Fig. 1: where the registers sit
The bar under the picture is 10 um long. Other sequential cells in the stronger grey, the rest of the logic in the fainter grey.
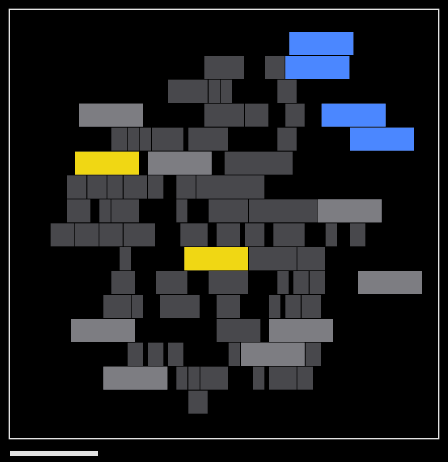
Fig. 2: signal wires by layer
Two of the layers only.
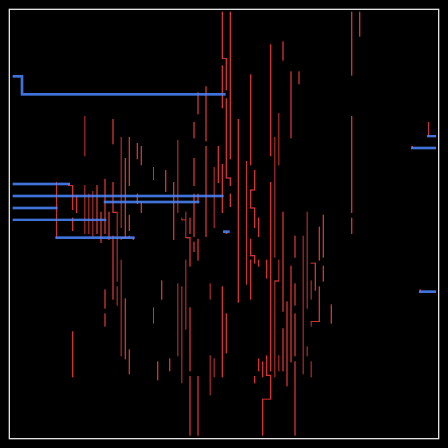
Fig. 3: routed metal per tile
The die is cut into 10 by 10 equal tiles; dark purple is low, yellow is high, scaled to the fullest tile. Values are wire area over tile area, all layers added.
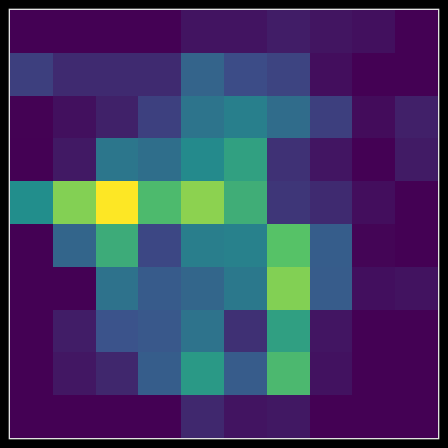
## src/rtl/rr_grant_scheduler.sv

```systemverilog
// rr_grant_scheduler
// Round-robin arbiter that captures one winner out of N_REQ level-held
// requests, then issues a single-cycle grant to that winner exactly L cycles
// after the capture edge (L = 3, 4 or 5 from lat_sel). After the grant it
// waits for the winner to drop its request before it rotates the pointer
// and returns to idle.
//
// Ports:
//   clk      system clock, all logic on posedge
//   rst      synchronous active-high reset
//   req      request lines, held by each requester until its grant is seen
//   lat_sel  grant latency select: 0->3, 1->4, 2->5, 3->5
//   grant    one-hot, one-cycle grant pulse
//   gnt_id   index of the current/last winner
//   busy     high from request capture until the return to idle
//   abort    one-cycle pulse when the winner drops req before its grant
module rr_grant_scheduler #(
    parameter int N_REQ = 4,
    parameter int ID_W  = 2
) (
    input  logic             clk,
    input  logic             rst,
    input  logic [N_REQ-1:0] req,
    input  logic [1:0]       lat_sel,
    output logic [N_REQ-1:0] grant,
    output logic [ID_W-1:0]  gnt_id,
    output logic             busy,
    output logic             abort
);
    localparam logic [1:0] S_IDLE  = 2'd0;
    localparam logic [1:0] S_WAIT  = 2'd1;
    localparam logic [1:0] S_GRANT = 2'd2;
    localparam logic [1:0] S_REL   = 2'd3;

    logic [1:0]       state_q, state_d;
    logic [ID_W-1:0]  ptr_q, ptr_d;
    logic [ID_W-1:0]  id_q, id_d;
    logic [1:0]       cnt_q, cnt_d;
    logic [N_REQ-1:0] grant_q, grant_d;
    logic             busy_q, busy_d;
    logic             abort_q, abort_d;

    logic [2*N_REQ-1:0] req_dbl;
    logic [N_REQ-1:0]   req_rot;
    logic               pick_vld;
    logic [ID_W-1:0]    pick_id;
    logic [N_REQ-1:0]   win_oh;
    logic               req_w;
    logic [ID_W-1:0]    ptr_nxt;

    // Rotate req so bit 0 is the requester at ptr; the lowest set bit of the
    // rotated vector is then the round-robin winner.
    assign req_dbl = {req, req} >> ptr_q;
    assign req_rot = req_dbl[N_REQ-1:0];

    always_comb begin
        pick_vld = 1'b0;
        pick_id  = '0;
        // Descending scan: the last hit written is the lowest rotated index.
        for (int i = N_REQ - 1; i >= 0; i--) begin
            if (req_rot[i]) begin
                pick_vld = 1'b1;
                pick_id  = ID_W'((int'(ptr_q) + i) % N_REQ);
            end
        end
    end

    always_comb begin
        win_oh = '0;
        for (int i = 0; i < N_REQ; i++) begin
            win_oh[i] = (id_q == ID_W'(i));
        end
    end

    assign req_w   = |(req & win_oh);
    assign ptr_nxt = (int'(id_q) == N_REQ - 1) ? '0 : id_q + ID_W'(1);

    always_comb begin
        state_d = state_q;
        ptr_d   = ptr_q;
        id_d    = id_q;
        cnt_d   = cnt_q;
        grant_d = '0;
        busy_d  = busy_q;
        abort_d = 1'b0;
        case (state_q)
            S_IDLE: begin
                if (pick_vld) begin
                    id_d    = pick_id;
                    // Counter holds L-2: grant_q is loaded one edge before
                    // T+L so it is seen high at edge T+L.
                    case (lat_sel)
                        2'd0:    cnt_d = 2'd1;
                        2'd1:    cnt_d = 2'd2;
                        default: cnt_d = 2'd3;
                    endcase
                    busy_d  = 1'b1;
                    state_d = S_WAIT;
                end
            end
            S_WAIT: begin
                if (!req_w) begin
                    busy_d  = 1'b0;
                    abort_d = 1'b1;
                    state_d = S_IDLE;
                end else if (cnt_q == 2'd0) begin
                    grant_d = win_oh;
                    state_d = S_GRANT;
                end else begin
                    cnt_d = cnt_q - 2'd1;
                end
            end
            S_GRANT: begin
                state_d = S_REL;
            end
            default: begin
                if (!req_w) begin
                    ptr_d   = ptr_nxt;
                    busy_d  = 1'b0;
                    state_d = S_IDLE;
                end
            end
        endcase
    end

    always_ff @(posedge clk) begin
        if (rst) begin
            state_q <= S_IDLE;
            ptr_q   <= '0;
            id_q    <= '0;
            cnt_q   <= '0;
            grant_q <= '0;
            busy_q  <= 1'b0;
            abort_q <= 1'b0;
        end else begin
            state_q <= state_d;
            ptr_q   <= ptr_d;
            id_q    <= id_d;
            cnt_q   <= cnt_d;
            grant_q <= grant_d;
            busy_q  <= busy_d;
            abort_q <= abort_d;
        end
    end

    assign grant  = grant_q;
    assign gnt_id = id_q;
    assign busy   = busy_q;
    assign abort  = abort_q;
endmodule

```

## config.mk

```make
export PLATFORM = sky130hd
export DESIGN_NAME = rr_grant_scheduler
export DESIGN_NICKNAME = d
export VERILOG_FILES = /design/src/rtl/rr_grant_scheduler.sv
export SDC_FILE = /design/constraint.sdc
export NUM_CORES = 1
export LEC_CHECK = 0
export CORE_UTILIZATION = 35
export CTS_CLUSTER_DIAMETER = 30
export DETAILED_ROUTE_END_ITERATION = 10
export DONT_BUFFER_PORTS = 1
export GPL_TIMING_DRIVEN = 0
export PLACE_DENSITY_LB_ADDON = 0.15
export SLEW_MARGIN = 15
export SYNTH_ARGS = -nofsm -noshare
export SYNTH_HDL_FRONTEND = slang
export SYNTH_SLANG_ARGS = --single-unit
```

## constraint.sdc

```tcl
create_clock -name clk -period 2.9 [get_ports clk]
set_input_delay 0.58 -clock clk [delete_from_list [all_inputs] [get_ports clk]]
set_output_delay 0.58 -clock clk [all_outputs]
set_load 0.01 [all_outputs]
```

==> impl_metrics.py <==
# Auto-generated metrics
metrics = {
    "run_status": {
        "outcome": "complete, no violations",
    },
    "cts": {
        "clock.latency.late_pin_ns": 0.27,
        "tritoncts": "built",
        "clock_sinks": 14,
    },
    "route": {
        "wl_met3_um": 95,
        "wl_met2_um": 621,
        "wl_um": 1400,
    },
    "synth": {
        "ys_cells": 78,
        "synthArstFlopShare_pct": 0,
        "most_common_cell": "dfxtp_1",
        "netlist_area_sq_um": 763,
        "enable_flop_cells": 0,
    },
    "floorplan": {
        "core_sq_um": 2000,
        "die_w_um": 48.7,
    },
    "timing": {
        "fin_crit_ns": 1.82,
        "slew_headroom_pct": 68.1,
        "setup_slack_ns": 1.08,
        "period_used_pct": 62.9,
        "fmax_ghz": 0.548,
        "hold_viol_final": 0,
        "hold-worst-slack_ns": 0.485,
        "setup-tns-final_ns": 0,
    },
    "power_and_ir_drop": {
        "ir_worst_vdd_mv": 0.220,
        "seq_power_share_pct": 47.5,
        "swShare_pct": 30.5,
        "switchingPower_w": 0.000146,
    },
    "layout": {
        "top_area_cell_class": "multi-input combinational cells",
        "largest_reg_flops": 4,
        "flops": 14,
        "layout.nonclk_buf_share_pct": 1.05,
        "final_cell_count_no_fill": 109,
    },
    "critical_path": {
        "crit_buf_inv": 1,
        "reg2reg_to": "ptr_q[0]",
        "cp.depth": 6,
        "crit_required_ns": 3.11,
    },
    "job": {
        "maxCapViolCount": 0,
    },
    "global_routing": {
        "groute.layer.met3.usage_pct": 4.09,
        "grt_use_met2_pct": 20.4,
        "antenna_found_initial": 0,
        "use_met1_pct": 17.4,
    },
    "place": {
        "place_area_sq_um": 797,
        "port_buffers": 0,
        "dp_hpwl_um": 1070,
    },
}
## Picture notes: Fig. 1
grant -> blue  # placed flops 4, where top right
ptr_q -> yellow  # placed flops 2
not coloured = 8
Sequential Power: 0.000228 W
fin util: 41.6%
Seq/total area: 33.6%
Seq. cell area: 280 sq um

## Picture notes: Fig. 2
met2 -> red  # wire length 622 um
met3 -> blue  # wire length 95.4 um

## Picture notes: Fig. 3
mean over tiles = 0.095
densest ninth of the die = middle
tiles over half the peak = 12%
fullest tile = 0.47
nearly empty tiles = 29%
via count: 572
overall global routing resource usage: 13.6%
DR WL/cell: 12.8 um

Power figures rest on the tool's default switching activity, not on a simulated workload.
